Fig. 1: run 1, supply network
Bar = 20 um. Pins as bars on the die edge.
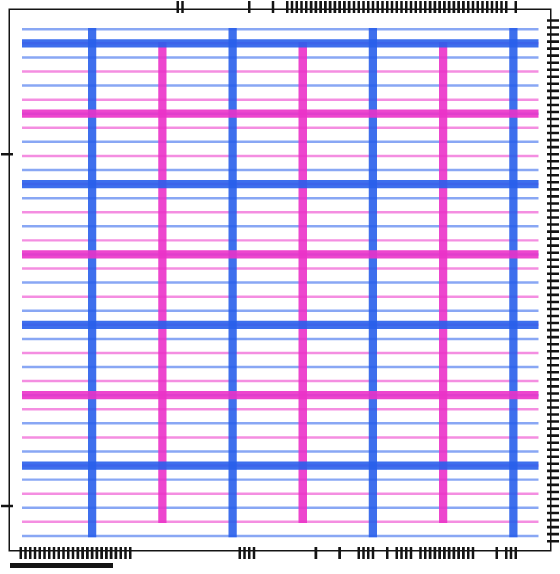
Fig. 2: run 1, cells colored by class
Bar = 20 um.
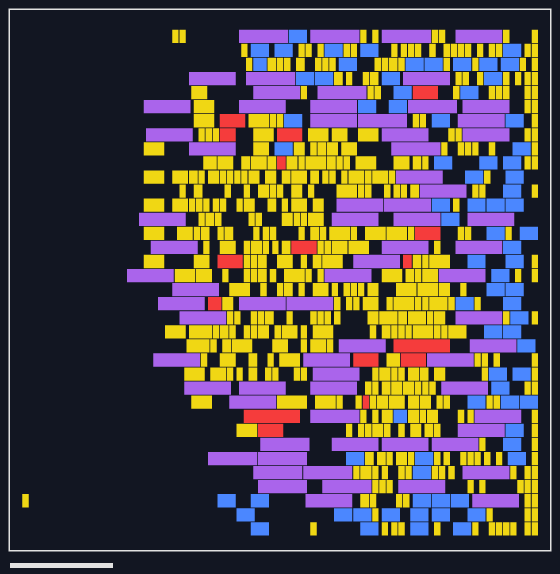
Fig. 3: run 1, routed clock nets over the placement
Bar = 20 um.
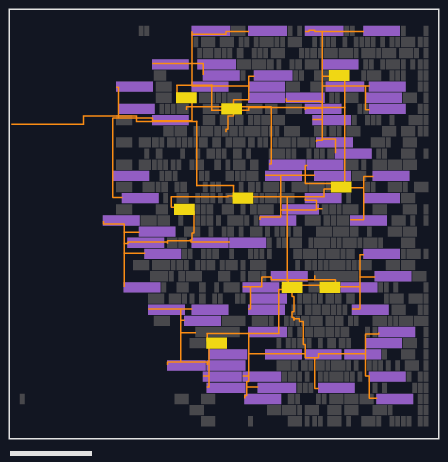
Fig. 4: run 1, wiring by layer
Only two layers are drawn.
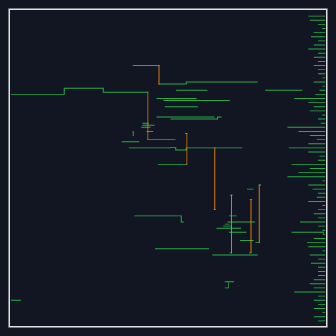
==> src/rtl/z80_bus_pkg.sv <==
// z80_bus_pkg: shared types and constants for the Z80 I/O to AXI4-Lite bridge
package z80_bus_pkg;
  localparam int Z80_ADDR_W = 8;
  localparam int Z80_DATA_W = 8;
  localparam logic [1:0] AXI_RESP_OKAY = 2'b00;
  typedef enum logic [2:0] {
    ST_IDLE,
    ST_RD_ADDR,
    ST_RD_DATA,
    ST_WR_ADDR_DATA,
    ST_WR_RESP,
    ST_HOLD
  } state_t;
endpackage

==> src/rtl/z80_io_axil_bridge_if.sv <==
// z80_io_axil_bridge_if: AXI4-Lite bus (32-bit address/data) with master and slave views
interface z80_io_axil_bridge_if;
  logic [31:0] awaddr;
  logic [2:0]  awprot;
  logic        awvalid;
  logic        awready;
  logic [31:0] wdata;
  logic [3:0]  wstrb;
  logic        wvalid;
  logic        wready;
  logic [1:0]  bresp;
  logic        bvalid;
  logic        bready;
  logic [31:0] araddr;
  logic [2:0]  arprot;
  logic        arvalid;
  logic        arready;
  logic [31:0] rdata;
  logic [1:0]  rresp;
  logic        rvalid;
  logic        rready;
  modport master (
    output awaddr, awprot, awvalid, wdata, wstrb, wvalid, bready, araddr, arprot, arvalid, rready,
    input  awready, wready, bresp, bvalid, arready, rdata, rresp, rvalid
  );
  modport slave (
    input  awaddr, awprot, awvalid, wdata, wstrb, wvalid, bready, araddr, arprot, arvalid, rready,
    output awready, wready, bresp, bvalid, arready, rdata, rresp, rvalid
  );
endinterface

==> src/rtl/z80_strobe_sync.sv <==
// z80_strobe_sync: multi-bit flop chain for slow asynchronous strobes; resets to all-ones (inactive)
module z80_strobe_sync #(
  parameter int WIDTH       = 4,
  parameter int SYNC_STAGES = 2
) (
  input  logic             clk,
  input  logic             rst,
  input  logic [WIDTH-1:0] i_d,
  output logic [WIDTH-1:0] o_q
);
  logic [SYNC_STAGES-1:0][WIDTH-1:0] r_sync;
  always_ff @(posedge clk or posedge rst)
    if (rst) r_sync <= '1;
    else     r_sync <= {r_sync[SYNC_STAGES-2:0], i_d};
  assign o_q = r_sync[SYNC_STAGES-1];
endmodule

==> src/rtl/z80_io_axil_bridge.sv <==
// z80_io_axil_bridge: turns each Z80 IN/OUT cycle into one AXI4-Lite transaction,
// stretching the CPU with WAIT_N until the response (or a timeout abort) arrives.
module z80_io_axil_bridge
  import z80_bus_pkg::*;
#(
  parameter logic [31:0] BASE_ADDR      = 32'h0000_0000,
  parameter int          ADDR_SHIFT     = 2,
  parameter int          SYNC_STAGES    = 2,
  parameter int          TIMEOUT_CYCLES = 255
) (
  input  logic                  aclk,
  input  logic                  areset,
  input  logic [Z80_ADDR_W-1:0] z80_addr,
  input  logic [Z80_DATA_W-1:0] z80_dout,
  output logic [Z80_DATA_W-1:0] z80_din,
  input  logic                  z80_iorq_n,
  input  logic                  z80_rd_n,
  input  logic                  z80_wr_n,
  input  logic                  z80_m1_n,
  output logic                  z80_wait_n,
  z80_io_axil_bridge_if.master  AXI,
  output logic                  err
);
  state_t r_state, w_next;
  logic w_iorq_n, w_rd_n, w_wr_n, w_m1_n;
  logic w_req, w_busy, w_timeout, w_abort, w_wr_done, w_unused;
  logic [31:0] r_addr, r_cnt;
  logic [Z80_DATA_W-1:0] r_wdata;
  logic [3:0] r_wstrb;
  logic r_awvalid, r_wvalid;
  z80_strobe_sync #(.WIDTH(4), .SYNC_STAGES(SYNC_STAGES)) u_sync (
    .clk (aclk),
    .rst (areset),
    .i_d ({z80_iorq_n, z80_rd_n, z80_wr_n, z80_m1_n}),
    .o_q ({w_iorq_n, w_rd_n, w_wr_n, w_m1_n})
  );
  // interrupt acknowledge (M1 low) and RD=WR=0 never start a transaction
  assign w_req     = !w_iorq_n && w_m1_n && (w_rd_n ^ w_wr_n);
  assign w_busy    = r_state inside {ST_RD_ADDR, ST_RD_DATA, ST_WR_ADDR_DATA, ST_WR_RESP};
  assign w_wr_done = (!r_awvalid || AXI.awready) && (!r_wvalid || AXI.wready);
  assign w_timeout = (TIMEOUT_CYCLES != 0) && (r_cnt == 32'(TIMEOUT_CYCLES - 1));
  // a handshake completing on the last counted cycle wins over the abort
  assign w_abort   = w_timeout && (
                       (r_state == ST_RD_ADDR      && !AXI.arready) ||
                       (r_state == ST_RD_DATA      && !AXI.rvalid)  ||
                       (r_state == ST_WR_ADDR_DATA && !w_wr_done)   ||
                       (r_state == ST_WR_RESP      && !AXI.bvalid));
  always_comb begin
    w_next = r_state;
    case (r_state)
      ST_IDLE:         w_next = !w_req ? ST_IDLE : (!w_rd_n ? ST_RD_ADDR : ST_WR_ADDR_DATA);
      ST_RD_ADDR:      w_next = AXI.arready ? ST_RD_DATA : ST_RD_ADDR;
      ST_RD_DATA:      w_next = AXI.rvalid ? ST_HOLD : ST_RD_DATA;
      ST_WR_ADDR_DATA: w_next = w_wr_done ? ST_WR_RESP : ST_WR_ADDR_DATA;
      ST_WR_RESP:      w_next = AXI.bvalid ? ST_HOLD : ST_WR_RESP;
      ST_HOLD:         w_next = w_iorq_n ? ST_IDLE : ST_HOLD;
      default:         w_next = ST_IDLE;
    endcase
    if (w_abort) w_next = ST_HOLD;
  end
  always_ff @(posedge aclk or posedge areset)
    if (areset) r_state <= ST_IDLE;
    else        r_state <= w_next;
  always_ff @(posedge aclk or posedge areset)
    if (areset) begin
      r_addr    <= '0;
      r_wdata   <= '0;
      r_wstrb   <= '0;
      r_awvalid <= 1'b0;
      r_wvalid  <= 1'b0;
      r_cnt     <= '0;
      z80_din   <= 8'hFF;
      err       <= 1'b0;
    end else begin
      r_cnt <= (w_busy && w_next == r_state) ? r_cnt + 32'd1 : '0;
      if (r_state == ST_IDLE && w_req) begin
        r_addr    <= BASE_ADDR + (32'(z80_addr) << ADDR_SHIFT);
        r_wdata   <= z80_dout;
        r_wstrb   <= {3'b000, w_rd_n};
        r_awvalid <= w_rd_n;
        r_wvalid  <= w_rd_n;
      end
      if (r_state == ST_WR_ADDR_DATA) begin
        r_awvalid <= r_awvalid && !AXI.awready && !w_abort;
        r_wvalid  <= r_wvalid && !AXI.wready && !w_abort;
      end
      if (r_state == ST_RD_DATA && AXI.rvalid)
        z80_din <= (AXI.rresp == AXI_RESP_OKAY) ? AXI.rdata[7:0] : 8'hFF;
      else if (w_abort && (r_state == ST_RD_ADDR || r_state == ST_RD_DATA))
        z80_din <= 8'hFF;
      err <= err || w_abort ||
             (r_state == ST_RD_DATA && AXI.rvalid && AXI.rresp != AXI_RESP_OKAY) ||
             (r_state == ST_WR_RESP && AXI.bvalid && AXI.bresp != AXI_RESP_OKAY);
    end
  assign w_unused    = ^AXI.rdata[31:8];
  assign z80_wait_n  = (r_state == ST_IDLE) || (r_state == ST_HOLD);
  assign AXI.awaddr  = r_addr;
  assign AXI.araddr  = r_addr;
  assign AXI.awprot  = 3'b000;
  assign AXI.arprot  = 3'b000;
  assign AXI.awvalid = r_awvalid;
  assign AXI.wvalid  = r_wvalid;
  assign AXI.wdata   = {24'h0, r_wdata};
  assign AXI.wstrb   = r_wstrb;
  assign AXI.bready  = r_state == ST_WR_RESP;
  assign AXI.arvalid = r_state == ST_RD_ADDR;
  assign AXI.rready  = r_state == ST_RD_DATA;
endmodule

==> src/flat_wrapper.sv <==
// flat-port wrapper written by rule: the top's interface ports become plain ports
module z80_io_axil_bridge_flat import z80_bus_pkg::*;
#(
  parameter logic [31:0] BASE_ADDR      = 32'h0000_0000,
  parameter int          ADDR_SHIFT     = 2,
  parameter int          SYNC_STAGES    = 2,
  parameter int          TIMEOUT_CYCLES = 255
)
  (aclk, areset, z80_addr, z80_dout, z80_din, z80_iorq_n, z80_rd_n, z80_wr_n, z80_m1_n, z80_wait_n, err, AXI_awaddr, AXI_awprot, AXI_awvalid, AXI_wdata, AXI_wstrb, AXI_wvalid, AXI_bready, AXI_araddr, AXI_arprot, AXI_arvalid, AXI_rready, AXI_awready, AXI_wready, AXI_bresp, AXI_bvalid, AXI_arready, AXI_rdata, AXI_rresp, AXI_rvalid);
  z80_io_axil_bridge_if AXI_i ();
  input  logic aclk;
  input  logic areset;
  input  logic [Z80_ADDR_W-1:0] z80_addr;
  input  logic [Z80_DATA_W-1:0] z80_dout;
  output logic [Z80_DATA_W-1:0] z80_din;
  input  logic z80_iorq_n;
  input  logic z80_rd_n;
  input  logic z80_wr_n;
  input  logic z80_m1_n;
  output logic z80_wait_n;
  output logic err;
  output wire logic [$bits(AXI_i.awaddr)-1:0] AXI_awaddr;
  output wire logic [$bits(AXI_i.awprot)-1:0] AXI_awprot;
  output wire logic [$bits(AXI_i.awvalid)-1:0] AXI_awvalid;
  output wire logic [$bits(AXI_i.wdata)-1:0] AXI_wdata;
  output wire logic [$bits(AXI_i.wstrb)-1:0] AXI_wstrb;
  output wire logic [$bits(AXI_i.wvalid)-1:0] AXI_wvalid;
  output wire logic [$bits(AXI_i.bready)-1:0] AXI_bready;
  output wire logic [$bits(AXI_i.araddr)-1:0] AXI_araddr;
  output wire logic [$bits(AXI_i.arprot)-1:0] AXI_arprot;
  output wire logic [$bits(AXI_i.arvalid)-1:0] AXI_arvalid;
  output wire logic [$bits(AXI_i.rready)-1:0] AXI_rready;
  input wire logic [$bits(AXI_i.awready)-1:0] AXI_awready;
  input wire logic [$bits(AXI_i.wready)-1:0] AXI_wready;
  input wire logic [$bits(AXI_i.bresp)-1:0] AXI_bresp;
  input wire logic [$bits(AXI_i.bvalid)-1:0] AXI_bvalid;
  input wire logic [$bits(AXI_i.arready)-1:0] AXI_arready;
  input wire logic [$bits(AXI_i.rdata)-1:0] AXI_rdata;
  input wire logic [$bits(AXI_i.rresp)-1:0] AXI_rresp;
  input wire logic [$bits(AXI_i.rvalid)-1:0] AXI_rvalid;
  assign AXI_awaddr = AXI_i.awaddr;
  assign AXI_awprot = AXI_i.awprot;
  assign AXI_awvalid = AXI_i.awvalid;
  assign AXI_wdata = AXI_i.wdata;
  assign AXI_wstrb = AXI_i.wstrb;
  assign AXI_wvalid = AXI_i.wvalid;
  assign AXI_bready = AXI_i.bready;
  assign AXI_araddr = AXI_i.araddr;
  assign AXI_arprot = AXI_i.arprot;
  assign AXI_arvalid = AXI_i.arvalid;
  assign AXI_rready = AXI_i.rready;
  assign AXI_i.awready = AXI_awready;
  assign AXI_i.wready = AXI_wready;
  assign AXI_i.bresp = AXI_bresp;
  assign AXI_i.bvalid = AXI_bvalid;
  assign AXI_i.arready = AXI_arready;
  assign AXI_i.rdata = AXI_rdata;
  assign AXI_i.rresp = AXI_rresp;
  assign AXI_i.rvalid = AXI_rvalid;
  z80_io_axil_bridge #(.BASE_ADDR(BASE_ADDR), .ADDR_SHIFT(ADDR_SHIFT), .SYNC_STAGES(SYNC_STAGES), .TIMEOUT_CYCLES(TIMEOUT_CYCLES)) u_core (.aclk(aclk), .areset(areset), .z80_addr(z80_addr), .z80_dout(z80_dout), .z80_din(z80_din), .z80_iorq_n(z80_iorq_n), .z80_rd_n(z80_rd_n), .z80_wr_n(z80_wr_n), .z80_m1_n(z80_m1_n), .z80_wait_n(z80_wait_n), .AXI(AXI_i), .err(err));
endmodule
==> config.mk <==
export PLATFORM = sky130hd
export DESIGN_NAME = z80_io_axil_bridge_flat
export DESIGN_NICKNAME = d
export VERILOG_FILES = /design/src/rtl/z80_bus_pkg.sv /design/src/rtl/z80_io_axil_bridge_if.sv /design/src/rtl/z80_strobe_sync.sv /design/src/rtl/z80_io_axil_bridge.sv /design/src/flat_wrapper.sv
export SDC_FILE = /design/constraint.sdc
export NUM_CORES = 1
export LEC_CHECK = 0
export ABC_AREA = 1
export CAP_MARGIN = 5
export CORE_MARGIN = 2
export CORE_UTILIZATION = 45
export DETAILED_ROUTE_END_ITERATION = 10
export HOLD_SLACK_MARGIN = 0.02
export PLACE_DENSITY = 0.85
export SYNTH_ARGS = -nofsm -noshare
export SYNTH_HDL_FRONTEND = slang
export SYNTH_SLANG_ARGS = --single-unit
==> constraint.sdc <==
create_clock -name aclk -period 6.1 [get_ports aclk]
set_input_delay 0.915 -clock aclk [delete_from_list [all_inputs] [get_ports aclk]]
set_output_delay 0.915 -clock aclk [all_outputs]
set_load 0.01 [all_outputs]
==> results.txt, run 1 <==
Outcome: finished, final reports clean
Max reg flops: 32
Post-route setup TNS: 0 ns
Worst Skew: 0.0130 ns
Die y size: 104 um
Fin. max-slew vios: 0
Post-synth area hogs: dfrtp_1, buf_4, nand2_1, dfstp_2, nor2_4
Sw frac: 37.0%
Reg2reg start: u_core.r_state[0]
Critical Path Stages: 13
Clock buffer depth: 2
Most frequent cells in the layout: nand2_1, conb_1, clkdlybuf4s50_1
Clk ins delay skew pair: 0.35 ns
Compound-Gate Fraction of Synth Area: 2.21%
Overall power: 0.00174 W
Post-route cell area: 5250 um2
Gpl congestion: 0.903
Seq_cells: 71
Startpoint type of the worst setup path: input pin
Sequential Power: 0.000635 W
Dominant flop cell: dfrtp_1
Async set or reset register ratio after synthesis: 100%
About Fig. 1:
[VSS] blue
[VDD] magenta
rows: 36
signal pins: 184
met5 straps: 7
met4 straps: 7
met1 rails: 37

About Fig. 2:
[combinational and other logic] yellow | cells: 445
[flops] purple | cells: 71
[clock drivers and dummy loads] red | cells: 16
[other buffers and delay cells] blue | cells: 80

About Fig. 3:
[flip-flops] purple | count: 71
[clock wires] orange | length: 900 um
[clock drivers] yellow | count: 9
routed clock nets: 10

About Fig. 4:
[metal 3] green | wire length: 660 um
[metal 4] orange | wire length: 108 um

Fig. 5: run 1, placement view
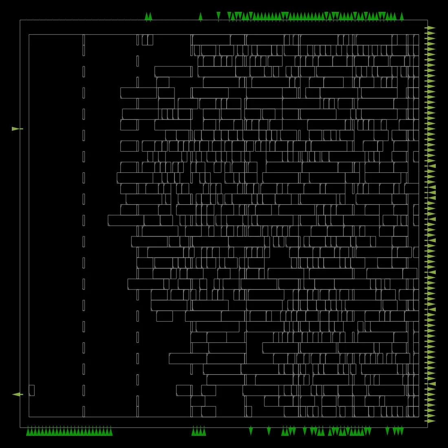

==> run 2: changes to the inputs <==
--- a/config.mk
+++ b/config.mk
@@ -8,10 +8,10 @@
 export ABC_AREA = 1
 export CAP_MARGIN = 5
 export CORE_MARGIN = 2
-export CORE_UTILIZATION = 45
+export CORE_UTILIZATION = 40
 export DETAILED_ROUTE_END_ITERATION = 10
 export HOLD_SLACK_MARGIN = 0.02
-export PLACE_DENSITY = 0.85
+export PLACE_DENSITY = 0.8
 export SYNTH_ARGS = -nofsm -noshare
 export SYNTH_HDL_FRONTEND = slang
 export SYNTH_SLANG_ARGS = --single-unit
==> constraint.sdc (replaced) <==
create_clock -name aclk -period 2.31 [get_ports aclk]
set_input_delay 0.3465 -clock aclk [delete_from_list [all_inputs] [get_ports aclk]]
set_output_delay 0.3465 -clock aclk [all_outputs]
set_load 0.01 [all_outputs]
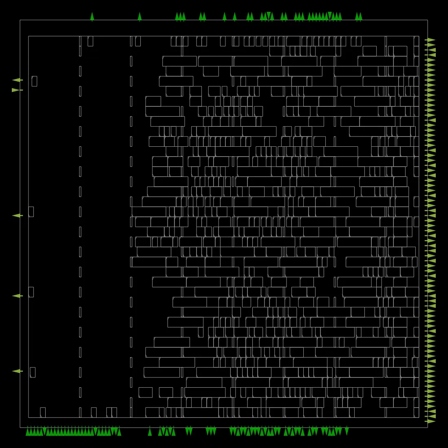
Fig. 6. Placement view (run 2).
Rows: 38
CORE AREA: 10900 um2
Non-Filler Instances: 757

==> results.txt, run 2 <==
Outcome: finished, final reports clean (unchanged)
Clock share of power: 27.5% (was 23.2%)
Post-route setup TNS: 0 ns (unchanged)
Async set or reset register ratio after synthesis: 100% (unchanged)
Sw frac: 35.3% (was 37.0%)
Crit path max-delay cell type: clkdlybuf4s50_1 (was nand2_4)
Worst Skew: 0.00669 ns (was 0.0130 ns)
Crit path launch: u_core.r_state[0] (was AXI_rvalid)
Overall power: 0.00511 W (was 0.00174 W)
Total grt overflow: 0 (unchanged)
Largest power group: combinational logic (unchanged)
Compound-Gate Fraction of Synth Area: 2.21% (unchanged)
Fin. max-slew vios: 0 (unchanged)
Sequential Power: 0.00169 W (was 0.000635 W)
Power per cell area: 938 nW/um2 (was 332 nW/um2)
Reg2reg start: u_core.r_cnt[0] (was u_core.r_state[0])
Metal-1 WL: 3.82 mm (was 3.44 mm)
Gate Area: 2070 um2 (unchanged)
# placed instances: 740 (was 729)
Critical Path Stages: 4 (was 13)
Gpl congestion: 0.857 (was 0.903)
Die y size: 110 um (was 104 um)
Seq_cells: 71 (unchanged)
Residual DRC: 0 (unchanged)
Clock buffer depth: 2 (unchanged)
Most frequent cells in the layout: nand2_1, conb_1, clkdlybuf4s50_1 (unchanged)
Clk ins delay skew pair: 0.34 ns (was 0.35 ns)
Dominant flop cell: dfrtp_1 (unchanged)
Antenna Cells: 0 (unchanged)
Clk slew on worst S/H paths: 0.06 ns (was 0.08 ns)
Total track usage: 15.3% (was 17.4%)
Post-synth area hogs: dfrtp_1, buf_4, nand2_1, dfstp_2, nor2_4 (unchanged)
Multi-input gates: 391 (unchanged)
GRT met1 Usage: 18.7% (was 19.0%)
Registers, synthesis: 71 (unchanged)
Post-route cell area: 5450 um2 (was 5250 um2)
DRT antenna net count: 0 (unchanged)
Startpoint type of the worst setup path: register (was input pin)
Worst Hold Class: reg -> reg (unchanged)
Power figures rest on the tool's default switching activity, not on a simulated workload.
